==> src/rtl/sr_latch_driver.sv <==
// -----------------------------------------------------------------------------
// sr_latch_driver
//
// Command-side driver for a gated SR latch cell (inputs S, R, en; outputs Q,
// Qm). A one-bit set/clear request arrives over a valid/ready handshake. The
// driver then plays a glitch-free S/R/en sequence with programmable setup,
// pulse and hold lengths. It reads the latch back through two-flop
// synchronizers and finishes each request with a done pulse and an err flag.
//
// Ports
//   clk        in   system clock, rising edge
//   rst_n      in   asynchronous active-low reset
//   req_valid  in   request present
//   req_val    in   requested latch value (1 = set Q=1, 0 = clear Q=0)
//   req_ready  out  high only in IDLE; a transfer happens when valid & ready
//   S, R, en   out  latch drive, all registered
//   Q, Qm      in   latch outputs, asynchronous to clk
//   busy       out  high in every state except IDLE
//   done       out  one-cycle pulse when a request completes
//   err        out  qualified by done: readback mismatch or timeout; holds
//                   its value until the next request is accepted
//
// Timing (acceptance edge ends cycle 0, defaults in brackets)
//   S/R valid from cycle 1, en high in cycles 1+SETUP .. SETUP+PULSE [3..6],
//   done in cycle SETUP+PULSE+HOLD+2 [10] for a healthy latch, or in cycle
//   SETUP+PULSE+HOLD+CHK+1 [17] on timeout.
// -----------------------------------------------------------------------------
module sr_latch_driver #(
    parameter int SETUP_CYC = 2,   // cycles S/R settle with en=0 before en rises
    parameter int PULSE_CYC = 4,   // cycles en is held high
    parameter int HOLD_CYC  = 2,   // cycles S/R stay put after en falls
    parameter int CHK_CYC   = 8    // readback window before declaring err
) (
    input  logic clk,
    input  logic rst_n,
    input  logic req_valid,
    input  logic req_val,
    output logic req_ready,
    output logic S,
    output logic R,
    output logic en,
    input  logic Q,
    input  logic Qm,
    output logic busy,
    output logic done,
    output logic err
);

    // -------------------------------------------------------------------------
    // Counter sizing: one shared down-counter, wide enough for the longest
    // phase. Each phase loads (length - 1) on entry and leaves when it hits 0.
    // -------------------------------------------------------------------------
    function automatic int max_of4(input int a, input int b, input int c, input int d);
        int m;
        m = a;
        if (b > m) m = b;
        if (c > m) m = c;
        if (d > m) m = d;
        return m;
    endfunction

    localparam int MAX_CYC = max_of4(SETUP_CYC, PULSE_CYC, HOLD_CYC, CHK_CYC);
    localparam int CNT_W   = (MAX_CYC < 2) ? 1 : $clog2(MAX_CYC + 1);

    localparam logic [CNT_W-1:0] SETUP_LOAD = CNT_W'(SETUP_CYC - 1);
    localparam logic [CNT_W-1:0] PULSE_LOAD = CNT_W'(PULSE_CYC - 1);
    localparam logic [CNT_W-1:0] HOLD_LOAD  = CNT_W'(HOLD_CYC - 1);
    localparam logic [CNT_W-1:0] CHK_LOAD   = CNT_W'(CHK_CYC - 1);
    localparam logic [CNT_W-1:0] CNT_ZERO   = '0;
    localparam logic [CNT_W-1:0] CNT_ONE    = CNT_W'(1);

    typedef enum logic [2:0] {
        IDLE  = 3'd0,
        SETUP = 3'd1,
        PULSE = 3'd2,
        HOLD  = 3'd3,
        CHECK = 3'd4
    } state_t;

    // -------------------------------------------------------------------------
    // State
    // -------------------------------------------------------------------------
    state_t           state_q, state_d;
    logic             tgt_q,   tgt_d;     // captured target value
    logic [CNT_W-1:0] cnt_q,   cnt_d;     // phase down-counter

    // Registered outputs
    logic s_q,     s_d;
    logic r_q,     r_d;
    logic en_q,    en_d;
    logic ready_q, ready_d;
    logic busy_q,  busy_d;
    logic done_q,  done_d;
    logic err_q,   err_d;

    // Readback synchronizers; raw Q/Qm feed nothing else
    logic q_meta_q,  qs_q;
    logic qm_meta_q, qms_q;

    logic match;

    // -------------------------------------------------------------------------
    // Two-flop synchronizers for the asynchronous latch outputs
    // -------------------------------------------------------------------------
    always_ff @(posedge clk or negedge rst_n) begin
        if (!rst_n) begin
            q_meta_q  <= 1'b0;
            qs_q      <= 1'b0;
            qm_meta_q <= 1'b0;
            qms_q     <= 1'b0;
        end else begin
            q_meta_q  <= Q;
            qs_q      <= q_meta_q;
            qm_meta_q <= Qm;
            qms_q     <= qm_meta_q;
        end
    end

    // A good readback needs both rails correct; Qs==Qms (both 0 or both 1)
    // can never satisfy this and is therefore treated as a mismatch.
    assign match = (qs_q == tgt_q) && (qms_q == ~tgt_q);

    // -------------------------------------------------------------------------
    // Next-state logic
    // -------------------------------------------------------------------------
    always_comb begin
        state_d = state_q;
        tgt_d   = tgt_q;
        cnt_d   = cnt_q;
        done_d  = 1'b0;
        err_d   = err_q;

        unique case (state_q)
            IDLE: begin
                if (req_valid && ready_q) begin
                    tgt_d   = req_val;
                    err_d   = 1'b0;
                    cnt_d   = SETUP_LOAD;
                    state_d = SETUP;
                end
            end

            SETUP: begin
                if (cnt_q == CNT_ZERO) begin
                    cnt_d   = PULSE_LOAD;
                    state_d = PULSE;
                end else begin
                    cnt_d = cnt_q - CNT_ONE;
                end
            end

            PULSE: begin
                if (cnt_q == CNT_ZERO) begin
                    cnt_d   = HOLD_LOAD;
                    state_d = HOLD;
                end else begin
                    cnt_d = cnt_q - CNT_ONE;
                end
            end

            HOLD: begin
                if (cnt_q == CNT_ZERO) begin
                    cnt_d   = CHK_LOAD;
                    state_d = CHECK;
                end else begin
                    cnt_d = cnt_q - CNT_ONE;
                end
            end

            CHECK: begin
                // The verdict is registered into done/err; CHECK lasts one
                // more cycle while done is visible, so req_ready only rises
                // in the cycle after done.
                if (done_q) begin
                    cnt_d   = CNT_ZERO;
                    state_d = IDLE;
                end else if (match) begin
                    done_d = 1'b1;
                    err_d  = 1'b0;
                end else if (cnt_q == CNT_ZERO) begin
                    done_d = 1'b1;
                    err_d  = 1'b1;
                end else begin
                    cnt_d = cnt_q - CNT_ONE;
                end
            end

            default: begin
                cnt_d   = CNT_ZERO;
                state_d = IDLE;
            end
        endcase
    end

    // -------------------------------------------------------------------------
    // Output decode from the next state, so the registered outputs line up
    // with the state register (en is high exactly while state is PULSE).
    // S/R are driven through SETUP, PULSE and HOLD and only change at the
    // IDLE->SETUP and HOLD->CHECK boundaries, where en is 0 on both sides.
    // -------------------------------------------------------------------------
    logic drive_sr;

    always_comb begin
        drive_sr = (state_d == SETUP) || (state_d == PULSE) || (state_d == HOLD);
        s_d      = drive_sr &&  tgt_d;
        r_d      = drive_sr && !tgt_d;
        en_d     = (state_d == PULSE);
        ready_d  = (state_d == IDLE);
        busy_d   = (state_d != IDLE);
    end

    // -------------------------------------------------------------------------
    // Registers. The asynchronous reset drops en the instant rst_n falls.
    // -------------------------------------------------------------------------
    always_ff @(posedge clk or negedge rst_n) begin
        if (!rst_n) begin
            state_q <= IDLE;
            tgt_q   <= 1'b0;
            cnt_q   <= CNT_ZERO;
            s_q     <= 1'b0;
            r_q     <= 1'b0;
            en_q    <= 1'b0;
            ready_q <= 1'b1;
            busy_q  <= 1'b0;
            done_q  <= 1'b0;
            err_q   <= 1'b0;
        end else begin
            state_q <= state_d;
            tgt_q   <= tgt_d;
            cnt_q   <= cnt_d;
            s_q     <= s_d;
            r_q     <= r_d;
            en_q    <= en_d;
            ready_q <= ready_d;
            busy_q  <= busy_d;
            done_q  <= done_d;
            err_q   <= err_d;
        end
    end

    assign S         = s_q;
    assign R         = r_q;
    assign en        = en_q;
    assign req_ready = ready_q;
    assign busy      = busy_q;
    assign done      = done_q;
    assign err       = err_q;

endmodule

==> config.mk <==
export PLATFORM = sky130hd
export DESIGN_NAME = sr_latch_driver
export DESIGN_NICKNAME = d
export VERILOG_FILES = /design/src/rtl/sr_latch_driver.sv
export SDC_FILE = /design/constraint.sdc
export NUM_CORES = 1
export LEC_CHECK = 0
export ABC_AREA = 0
export ABC_CLOCK_PERIOD_IN_PS = 2100
export CAP_MARGIN = 20
export CORE_UTILIZATION = 52
export DETAILED_ROUTE_END_ITERATION = 8
export PLACE_DENSITY_LB_ADDON = 0.15
export SYNTH_ARGS = -nofsm -noshare
export SYNTH_HDL_FRONTEND = slang
export SYNTH_SLANG_ARGS = --single-unit
==> constraint.sdc <==
create_clock -name clk -period 2.1 [get_ports clk]
set_input_delay 0.42 -clock clk [delete_from_list [all_inputs] [get_ports clk]]
set_output_delay 0.42 -clock clk [all_outputs]
set_load 0.02 [all_outputs]
==> results.py, run 1 <==
# Auto-generated metrics
metrics = {
    "placement": {
        "postPlaceCellArea_sq_mm": 0.00106,
        "post-place-cells": 114,
        "numPortBuffers": 12,
        "place_hpwl_um": 1170,
        "gp_congestion": 0.855,
    },
    "cts": {
        "cts-hold-fix-buffers": 0,
        "postCtsSetupBuffers": 0,
        "clock_sink_count": 19,
        "post_cts_resized": 0,
        "cts_inserted_buffers": 3,
        "clkLatencyLatePin_ns": 0.31,
        "cts_tree": "built",
        "cts-root-buf": "sky130_fd_sc_hd__clkbuf_4",
        "cts_htree_levels": 1,
        "cts.reportedPaths.clkPinSlew_ns": 0.11,
        "clockBufferDepth": 2,
    },
    "synth": {
        "count_of_library_flops_with_an_enable_pin": 0,
        "synthTopCellsByCount": "sky130_fd_sc_hd__dfrtp_1, sky130_fd_sc_hd__nor2_1",
        "ys_cells": 85,
        "synth_chip_area_sq_um": 913,
        "yosys.stat.seqShare_pct": 52.2,
        "ys.flops": 19,
        "syn-mean-instance-area_sq_um": 10.7,
        "mappedNetlistNets": 93,
        "synthesized_netlist_cell_count": 85,
        "async_flop_share_pct": 100,
        "netlist.top_cell.by_area": "sky130_fd_sc_hd__dfrtp_1",
        "synth_top_cell_by_count": "sky130_fd_sc_hd__dfrtp_1",
        "yosysWarningCount": 0,
        "dominantRegCellSynth": "sky130_fd_sc_hd__dfrtp_1",
        "netlist_area_sq_um": 913,
        "ys_top_cells_by_area": "sky130_fd_sc_hd__dfrtp_1, sky130_fd_sc_hd__nor2_1, sky130_fd_sc_hd__dfstp_2",
        "yosys.area.top_type_share_pct": 49.3,
        "ys_types": 37,
    },
    "worst_setup_path": {
        "worstPathCellList": "inv_1 -> ha_1 -> or3b_1 -> or2_4 -> o221ai_4 -> nor4b_1 -> nand2b_1",
        "timing.critical_path.slowest_cell_delay_ns": 0.44,
        "worst_path_dominant_cell_family": "simple AND/OR/NAND/NOR gates",
        "end_kind": "flip-flop",
        "worst-endpoint-required_ns": 2.30,
        "timing_worst_setup_path_type": "reg -> reg",
        "worst-path-buf-inv": 1,
        "worstPathMaxFanout": 8,
        "timing.critical_path.slowest_stage_cell": "sky130_fd_sc_hd__or3b_1",
        "r2r_slack_ns": 0.20,
        "worst_ep_arrival_time_ns": 2.10,
        "sort_of_element_at_the_start_of_the_critical_path": "flip-flop",
    },
    "hold_path": {
        "hold_class": "reg -> reg",
    },
    "power": {
        "power.ir.vdd_worst_mv": 0.862,
        "p_int_uw": 997,
        "p_seq_share_pct": 34.0,
        "leakage_uw": 0.000485,
        "clock_power_share_pct": 11.4,
        "p_per_area_mw_per_mm2": 1530,
        "switching_power_uw": 666,
        "share_of_total_power_consumed_by_net_switching_pct": 40.1,
        "combinationalPowerShare_pct": 54.6,
    },
    "final_timing": {
        "fmax_mhz": 526,
        "final_max_slew_viol_count": 0,
        "total_setup_violations_reported_at_the_end_of_the_flow": 0,
        "worst_clock_skew_ns": 0.00816,
        "final.period_utilization_pct": 90.5,
        "min_period_ns": 1.90,
        "totalNegativeSetupSlack_ns": 0,
        "grt_setup_unrepaired": "false",
        "hold_viol": 0,
        "worst_pin_slew_ns": 0.445,
        "max-slew-margin-rel_pct": 70.3,
    },
    "grt": {
        "grt_pass1_vias": 621,
        "groute.layer.met3.usage_pct": 2.50,
        "grt_first_pass_wirelength_um": 2680,
        "grt_util_met1_pct": 24.7,
        "grt_max_degree": 20,
        "use_met2_pct": 31.0,
        "track_usage_pct": 19.6,
        "antenna_violations_before_repair": 0,
        "busiest_layer": "met2",
        "grt_overflow": 0,
    },
    "floorplanning": {
        "well_tap_count": 16,
        "die_area_sq_mm": 0.00193,
        "fp.coreArea_sq_mm": 0.00158,
        "floorplan.initialDensity_pct": 57.9,
        "pin_count": 13,
        "die_w_um": 43.9,
        "num_rows": 14,
        "chipHeight_um": 43.9,
    },
    "cells_and_area": {
        "final.fill_count": 127,
        "clockBufferCount": 3,
        "finish.cell_count_without_fillers": 118,
        "final_cell_mix": "sky130_fd_sc_hd__dfrtp_1, sky130_fd_sc_hd__nor2_1, sky130_fd_sc_hd__clkdlybuf4s50_1",
        "non_clock_inverter_count": 4,
        "nNonClkBuffers": 17,
        "layout_stage_area_growth_over_the_synthesis_result_pct": 19.0,
        "multiInputGateArea_sq_um": 390,
        "seq_cell_count": 19,
        "fin_nets": 111,
        "n_antenna_cell": 0,
        "largest_class": "registers",
        "seq_area_sq_um": 477,
        "logic_gate_count": 58,
        "layout-drive-gt1-share_pct": 16.7,
        "comb-cell-share_pct": 35.9,
        "layout.buffer.nonclock.area_share_pct": 14.5,
        "lay_top_count": "sky130_fd_sc_hd__dfrtp_1",
        "proportion_of_cell_area_spent_on_the_clock_network_pct": 2.53,
        "layout.cell_area.non_filler_sq_mm": 0.00109,
        "seq_share_pct": 43.8,
    },
    "route": {
        "route.vias.total": 676,
        "detail_route.first_pass.iterations": 6,
        "finalWirelength_um": 1590,
        "remaining_drc_errors": 2,
        "route.detailed.vias_per_inst": 5.73,
        "detailedRoute.firstIterationViolations": 16,
        "antenna_violating_nets_post_route": 0,
        "wl_per_cell_um": 13.5,
    },
    "job": {
        "cap_violations": 0,
        "tool_warnings": 27,
    },
    "status": {
        "violations": "design-rule violations",
        "status": "complete, but fails checks",
    },
}
==> run 1: power by group through the flow <==
stage	combinational [uW]	sequential (uW)	clock, uW
after floorplan	608	624	0
after global routing	1020	576	202
after detailed placement	910	573	0
after global placement	882	568	0
final	908	565	190
after CTS	915	566	194
==> run 1: through the flow <==
| stage | utilization [%] | hold slack (ns) | power, uW | worst slack [ns] |
|---|---|---|---|---|
| floorplan | - | 0.124 | 1230 | 0.285 |
| CTS | 69.0 | 0.368 | 1670 | 0.206 |
| global placement | 67.2 | 0.335 | 1450 | 0.235 |
| detailed placement | 67.2 | 0.342 | 1480 | 0.215 |
| finish | 69.0 | 0.366 | 1660 | 0.200 |
| global route | 69.0 | 0.372 | 1800 | 0.106 |
==> run 1: kinds of logic after synthesis <==
group | synth area share [%]
AND-OR/OR-AND | 16.0
XOR/XNOR | 0.959
adder cells (fa/ha/maj) | 2.74
buffers and inverters | 5.07
flip-flops | 52.2
multiplexers | 1.10
AND/OR/NAND/NOR | 21.9
==> run 1: flip-flops by register name (all words and copies together) (netlist names) <==
| register | flops |
|---|---|
| q_meta_q | 1 |
| done | 1 |
| err | 1 |
| S | 1 |
| busy | 1 |
| tgt_q | 1 |
| R | 1 |
| qm_meta_q | 1 |
| state_q | 3 |
| cnt_q | 4 |
| qs_q | 1 |
| en | 1 |
| qms_q | 1 |
| req_ready | 1 |
==> run 1: metal layers <==
layer	vias to the layer above	wire, um
li1	334	-
met1	320	749
met2	17	723
met3	5	64
met4	0	51
met5	-	0
==> run 1: worst paths after layout <==
kind,from,end,cells past startpoint
worst min-delay path,q_meta_q,qs_q,0
worst max register to register,cnt_q[0],cnt_q[3],7
max in group asynchronous,rst_n,req_ready,2
worst min register to register,q_meta_q,qs_q,0
min in group asynchronous,rst_n,done,2
worst max-delay path,cnt_q[0],cnt_q[3],7
Run 1, met2 routing:
Scale: 8 px per um.
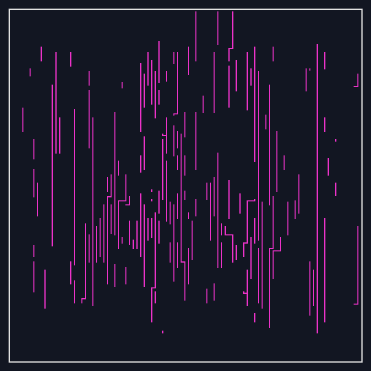
share of all routed wire	46%
main direction	vertical

Run 1, cell area per tile:
Scale: 8 px per um. The die is cut into 9 by 9 equal tiles; black is low, pale yellow is high, 0 to 100% covered.
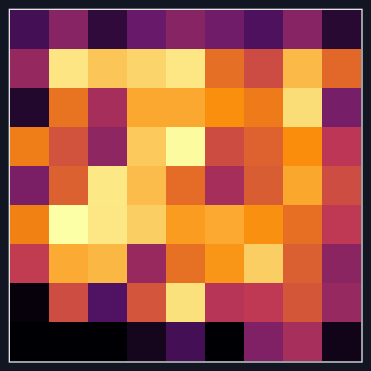
densest ninth of the die	middle
fullest tile	100%
nearly empty tiles	6.2%
mean over tiles	55%
emptiest ninth of the die	bottom left

Run 1, supply network:
Scale: 8 px per um. Pins as bars on the die edge.
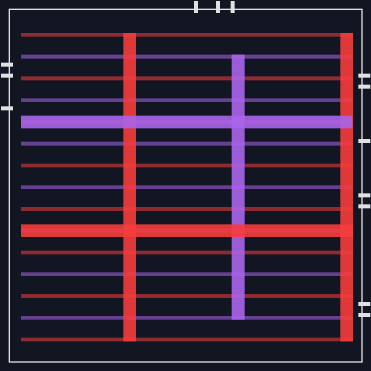
net	color
VDD	purple
VSS	red
met5 straps	2
met1 rails	15
met4 straps	3

Run 1, where the registers sit:
Scale: 8 px per um. Other sequential cells in the stronger gray, the rest of the logic in the fainter gray.
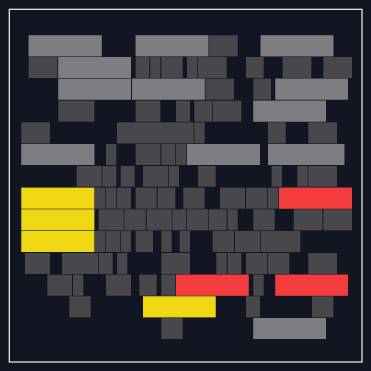
name in the netlist	color	sequential cells
cnt_q	yellow	4
state_q	red	3
not colored	12

==> inputs of run 2 (changes only) <==
- CTS_CLUSTER_SIZE: not set -> 12
Run 2, where the registers sit:
Scale: 8 px per um. Other sequential cells in the stronger gray, the rest of the logic in the fainter gray.
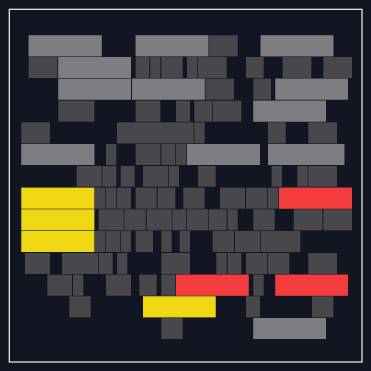
name in the netlist	color	sequential cells
state_q	red	3
cnt_q	yellow	4
not colored	12
sequential standard cell area: 477 sq um
share of the final layout cell area in sequential cells: 43.8%
end-of-flow core utilization: 69.0%
sequential power: 565 uW

Run 2, cell area per tile:
Scale: 8 px per um. The die is cut into 9 by 9 equal tiles; black is low, pale yellow is high, 0 to 100% covered.
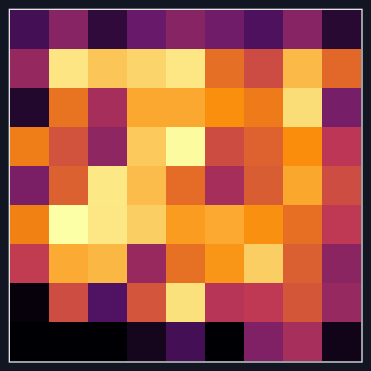
fullest tile	100%
nearly empty tiles	6.2%
densest ninth of the die	middle

==> run 2 against run 1 <==
Effect of this change:
- the run still ends with design-rule violations left
- sequential power is essentially flat
- non-clock buffer count did not move
- sequential share of layout area stayed put
- via count is the same
- sequential cell count stayed put
- wire length unchanged
- utilization did not move
- synthesized area stayed put
- clock power about the same
- highest routed layer unchanged
==> results.py, run 2 <==
# Auto-generated metrics
metrics = {
    "hold_path": {
        "hold_class": "reg -> reg",
    },
    "worst_setup_path": {
        "worst_ep_arrival_time_ns": 2.10,
        "worst-endpoint-required_ns": 2.30,
        "worstPathCellList": "inv_1 -> ha_1 -> or3b_1 -> or2_4 -> o221ai_4 -> nor4b_1 -> nand2b_1",
        "worst_path_dominant_cell_family": "simple AND/OR/NAND/NOR gates",
        "end_kind": "flip-flop",
        "timing.critical_path.slowest_stage_cell": "sky130_fd_sc_hd__or3b_1",
        "timing_worst_setup_path_type": "reg -> reg",
        "worst-path-buf-inv": 1,
    },
    "route": {
        "wl_per_cell_um": 13.5,
        "antenna_violating_nets_post_route": 0,
        "route.detailed.vias_per_inst": 5.73,
        "detailedRoute.firstIterationViolations": 16,
        "detail_route.first_pass.iterations": 6,
        "remaining_drc_errors": 2,
    },
    "floorplanning": {
        "die_w_um": 43.9,
        "chipHeight_um": 43.9,
        "die_area_sq_mm": 0.00193,
    },
    "cells_and_area": {
        "layout-drive-gt1-share_pct": 16.7,
        "max_reg_flops": 4,
        "layout.cell_area.non_filler_sq_mm": 0.00109,
        "reg.largest.list": "cnt_q x4, state_q x3",
        "final_cell_mix": "sky130_fd_sc_hd__dfrtp_1, sky130_fd_sc_hd__nor2_1, sky130_fd_sc_hd__clkdlybuf4s50_1",
    },
    "final_timing": {
        "final.period_utilization_pct": 90.5,
        "max-slew-margin-rel_pct": 70.3,
        "final_max_slew_viol_count": 0,
        "worst_pin_slew_ns": 0.445,
        "worst_clock_skew_ns": 0.00816,
        "totalNegativeSetupSlack_ns": 0,
        "total_setup_violations_reported_at_the_end_of_the_flow": 0,
        "worst_hold_slack_ns": 0.366,
        "grt_setup_unrepaired": "false",
    },
    "cts": {
        "cts_inserted_buffers": 3,
        "cts.reportedPaths.clkPinSlew_ns": 0.11,
        "post_cts_resized": 0,
        "cts-root-buf": "sky130_fd_sc_hd__clkbuf_4",
        "clkLatencyLatePin_ns": 0.31,
    },
    "grt": {
        "busiest_layer": "met2",
        "grt_max_degree": 20,
        "grt_overflow": 0,
        "antenna_violations_before_repair": 0,
        "grt_util_met1_pct": 24.7,
        "track_usage_pct": 19.6,
    },
    "synth": {
        "mappedNetlistNets": 93,
        "synthTopCellsByCount": "sky130_fd_sc_hd__dfrtp_1, sky130_fd_sc_hd__nor2_1",
        "async_flop_share_pct": 100,
        "ys_cells": 85,
        "ys.flops": 19,
        "netlist.top_cell.by_area": "sky130_fd_sc_hd__dfrtp_1",
        "netlist_area_sq_um": 913,
        "synth_top_cell_by_count": "sky130_fd_sc_hd__dfrtp_1",
        "count_of_library_flops_with_an_enable_pin": 0,
    },
    "placement": {
        "postPlaceCellArea_sq_mm": 0.00106,
        "gp_congestion": 0.855,
        "numPortBuffers": 12,
    },
    "status": {
        "violations": "design-rule violations",
        "status": "complete, but fails checks",
    },
    "job": {
        "tool_warnings": 27,
        "cap_violations": 0,
    },
    "power": {
        "combinationalPowerShare_pct": 54.6,
        "switching_power_uw": 666,
        "p_seq_share_pct": 34.0,
        "total_power_uw": 1660,
        "power.ir.vdd_worst_mv": 0.862,
    },
}
Run 2, met2 routing:
Scale: 8 px per um.
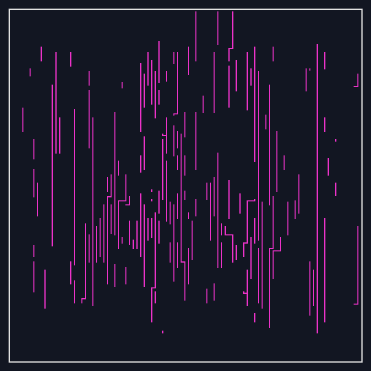
nets with wire on the layer	94
wire length on this layer	724 um
main direction	vertical
longest straight run	36.0 um
routed via count: 676
met2 track demand over resource in global routing: 31.0%
total wire length: 1590 um

## run 2: cell counts after synthesis
Identical to the previous run, type by type.
## run 2: through the flow
step | std cells | util, % | setup slack (ns)
floorplan | 85 | - | 0.285
global placement | 114 | 67.2 | 0.235
finish | 118 | 69.0 | 0.200
detailed placement | 114 | 67.2 | 0.215
global route | 118 | 69.0 | 0.106
CTS | 118 | 69.0 | 0.206
## run 2: layout make-up
type,instances,area share (%)
inverter,4,1.38
tap,16,1.84
clock buffer,3,2.07
clock inverter,1,0.460
sequential,19,43.8
timing repair buffer,17,14.5
multi-input combinational,58,35.9
## run 2: cell families after synthesis
family                   count (synthesis)  synth area share (%)
AND/OR/NAND/NOR                         36                  21.9
flip-flops                              19                  52.2
AND-OR/OR-AND                           18                  16.0
buffers and inverters                    8                  5.07
adder cells (fa/ha/maj)                  2                  2.74
XOR/XNOR                                 1                 0.959
multiplexers                             1                  1.10
## run 2: final timing paths
check,startpoint,endpoint,slack [ns],cells past startpoint
max,cnt_q[0],cnt_q[3],0.20,7
min,q_meta_q,qs_q,0.37,0
max reg2reg,cnt_q[0],cnt_q[3],0.20,7
min reg2reg,q_meta_q,qs_q,0.37,0
max in group asynchronous,rst_n,req_ready,1.41,2
min in group asynchronous,rst_n,done,0.44,2
## run 2: routing by layer
layer / share of wire, % / wire length [um]
met1: 47 / 749
met2: 46 / 723
met3: 4.0 / 64
met4: 3.2 / 51
met5: 0 / 0
## run 2: power groups by stage
stage	logic, uW	clock network [uW]	registers, uW
6_report	908	190	565
5_1_grt	1020	202	576
4_1_cts	915	194	566
3_5_place_dp	910	0	573
3_3_place_gp	882	0	568
2_1_floorplan	608	0	624
==> inputs of run 3 (changes only) <==
- GPL_TIMING_DRIVEN: not set -> 0
Run 3, met2 routing:
Scale: 8 px per um.
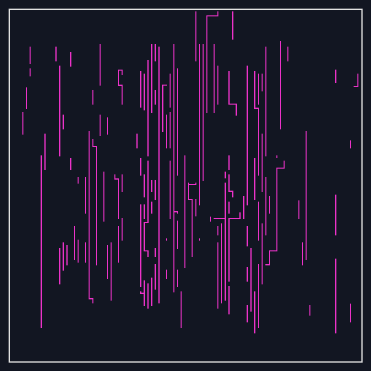
share of all routed wire	47%
nets with wire on the layer	85
longest straight run	32.0 um
routed via count: 632
met2 track demand over resource in global routing: 31.9%
total wire length: 1500 um

Run 3, where the registers sit:
Scale: 8 px per um. Other sequential cells in the stronger gray, the rest of the logic in the fainter gray.
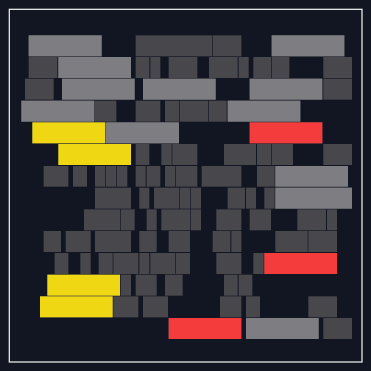
name in the netlist	color	sequential cells
cnt_q	yellow	4
state_q	red	3
not colored	12
sequential power: 571 uW
end-of-flow core utilization: 68.9%

Run 3, supply network:
Scale: 8 px per um. Pins as bars on the die edge.
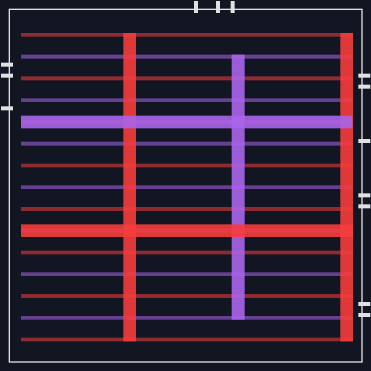
net	color
VSS	red
VDD	purple
met1 rails	15
rows	14
signal pins	13

==> run 3 against run 2 <==
Effect of this change:
- sequential share of layout area grew 0.050 points
- largest power group unchanged
- the run still ends with design-rule violations left
- critical endpoint unchanged
- sequential power up 1%
- via count fell by 6.5%
==> results.py, run 3 <==
# Auto-generated metrics
metrics = {
    "grt": {
        "grt_max_degree": 20,
        "grt_pass1_vias": 616,
        "antenna_violations_before_repair": 0,
        "grt_first_pass_wirelength_um": 2550,
        "grt_overflow": 0,
        "track_usage_pct": 19.0,
    },
    "cells_and_area": {
        "fin_nets": 110,
        "most_flops_register": "cnt_q",
        "layout.cell_area.non_filler_sq_mm": 0.00109,
        "max_reg_flops": 4,
        "layout_stage_area_growth_over_the_synthesis_result_pct": 18.9,
        "n_antenna_cell": 0,
        "layout-drive-gt1-share_pct": 15.8,
        "final_cell_mix": "sky130_fd_sc_hd__dfrtp_1, sky130_fd_sc_hd__nor2_1, sky130_fd_sc_hd__clkdlybuf4s50_1",
        "lay_top_count": "sky130_fd_sc_hd__dfrtp_1",
        "reg.largest.list": "cnt_q x4, state_q x3",
    },
    "synth": {
        "netlist_area_sq_um": 913,
        "count_of_library_flops_with_an_enable_pin": 0,
        "synth_chip_area_sq_um": 913,
        "synth_top_cell_by_count": "sky130_fd_sc_hd__dfrtp_1",
        "synthesized_netlist_cell_count": 85,
        "ys.flops": 19,
        "ys_cells": 85,
        "ys_top_cells_by_area": "sky130_fd_sc_hd__dfrtp_1, sky130_fd_sc_hd__nor2_1, sky130_fd_sc_hd__dfstp_2",
        "ys_types": 37,
        "yosysWarningCount": 0,
        "yosys.area.top_type_share_pct": 49.3,
        "synthTopCellsByCount": "sky130_fd_sc_hd__dfrtp_1, sky130_fd_sc_hd__nor2_1",
        "yosys.stat.seqShare_pct": 52.2,
        "mappedNetlistNets": 93,
        "netlist.top_cell.by_area": "sky130_fd_sc_hd__dfrtp_1",
        "async_flop_share_pct": 100,
        "syn-mean-instance-area_sq_um": 10.7,
    },
    "cts": {
        "clockBufferDepth": 2,
        "cts_inserted_buffers": 3,
        "cts_htree_levels": 1,
        "cts_tree": "built",
        "cts-root-buf": "sky130_fd_sc_hd__clkbuf_4",
        "clkLatencyLatePin_ns": 0.30,
        "clock_sink_count": 19,
        "postCtsSetupBuffers": 0,
    },
    "worst_setup_path": {
        "worst-endpoint-required_ns": 2.30,
        "timing.critical_path.slowest_cell_delay_ns": 0.44,
        "timing_worst_setup_path_type": "reg -> reg",
        "worst_path_dominant_cell_family": "simple AND/OR/NAND/NOR gates",
        "worst_ep_arrival_time_ns": 2.09,
        "sort_of_element_at_the_start_of_the_critical_path": "flip-flop",
        "r2r-start": "cnt_q[0]",
        "worstPathMaxFanout": 8,
        "r2r-end": "cnt_q[3]",
        "r2r_slack_ns": 0.20,
        "worst_r2r_path_depth": 7,
        "end_kind": "flip-flop",
        "worstPathCellList": "inv_1 -> ha_1 -> or3b_1 -> or2_4 -> o221ai_4 -> nor4b_1 -> nand2b_1",
        "worst-path-buf-inv": 1,
        "timing.critical_path.slowest_stage_cell": "sky130_fd_sc_hd__or3b_1",
    },
    "placement": {
        "place_hpwl_um": 1090,
        "place_ws_ns": 0.187,
        "gp_congestion": 0.861,
        "postPlaceCellArea_sq_mm": 0.00105,
        "numPortBuffers": 12,
    },
    "job": {
        "tool_warnings": 27,
        "cap_violations": 0,
    },
    "hold_path": {
        "hold_depth": 0,
        "hold_path_startpoint": "qm_meta_q",
        "timing.hold.worst_endpoint": "qms_q",
    },
    "final_timing": {
        "final_max_slew_viol_count": 0,
        "min_period_ns": 1.90,
        "grt_setup_unrepaired": "false",
        "totalNegativeSetupSlack_ns": 0,
        "worst_pin_slew_ns": 0.790,
        "final.period_utilization_pct": 90.4,
        "setup_slack_ns": 0.202,
        "hold_viol": 0,
        "max-slew-margin-rel_pct": 47.2,
        "worst_hold_slack_ns": 0.360,
        "total_setup_violations_reported_at_the_end_of_the_flow": 0,
    },
    "route": {
        "detail_route.first_pass.iterations": 6,
        "antenna_violating_nets_post_route": 0,
        "route.detailed.vias_per_inst": 5.40,
        "wl_per_cell_um": 12.8,
        "remaining_drc_errors": 2,
    },
    "floorplanning": {
        "num_rows": 14,
        "floorplan.initialDensity_pct": 57.9,
        "pin_count": 13,
        "fp.coreArea_sq_mm": 0.00158,
        "chipHeight_um": 43.9,
        "die_w_um": 43.9,
        "die_area_sq_mm": 0.00193,
    },
    "power": {
        "power.ir.vdd_worst_mv": 0.655,
        "total_power_uw": 1640,
        "p_per_area_mw_per_mm2": 1510,
        "leakage_uw": 0.000480,
    },
    "status": {
        "status": "complete, but fails checks",
        "violations": "design-rule violations",
    },
}
## run 3: repair_timing
| action | 4_1_cts | 5_1_grt |
|---|---|---|
| gates resized | 0 | 1 |
| endpoints found under the setup margin | 0 | 1 |
| hold buffers | 0 | 0 |
## run 3: where the power goes
group	switching (uW)	internal [uW]
clock	107	71.0
sequential	72.1	499
combinational	471	416
total	650	985
## run 3: how the worst max path moves through the flow
stage / start / endpoint / depth (start not counted)
6_report: cnt_q[0] / cnt_q[3] / 7
5_1_grt: cnt_q[0] / cnt_q[3] / 7
4_1_cts: cnt_q[1] / busy / 6
3_5_place_dp: cnt_q[1] / busy / 6
3_3_place_gp: cnt_q[0] / busy / 6
2_1_floorplan: done / cnt_q[3] / 6
## run 3: area by class of cell
type	count	area [sq um]
Inverter	4	15.0
Timing Repair Buffer	12	120
Tap cell	16	20.0
Fill cell	123	490
Buffer	4	31.3
Clock inverter	1	5.00
Multi-Input combinational cell	58	395
Sequential cell	19	477
Clock buffer	3	22.5
## run 3: layer usage
layer	vias up	part of all wire [%]	global-route usage [%]
met3	5	4.9	6.25
met4	0	2.3	10.3
li1	329	-	-
met2	15	47	31.9
met1	283	46	21.2
met5	-	0	0
## run 3: kinds of logic after synthesis
logic type	count (synthesis)	share of synthesized area, %
AOI/OAI and AO/OA	18	16.0
adders and majority gates	2	2.74
muxes	1	1.10
DFF	19	52.2
xor gates and xnor gates	1	0.959
buffers and inverters	8	5.07
and+or+nand+nor	36	21.9
## run 3: stage by stage
stage	utilization [%]	cells
5_1_grt	68.9	117
3_5_place_dp	66.8	113
6_report	68.9	117
2_1_floorplan	-	85
4_1_cts	68.6	117
3_3_place_gp	66.8	113
Power figures rest on the tool's default switching activity, not on a simulated workload.
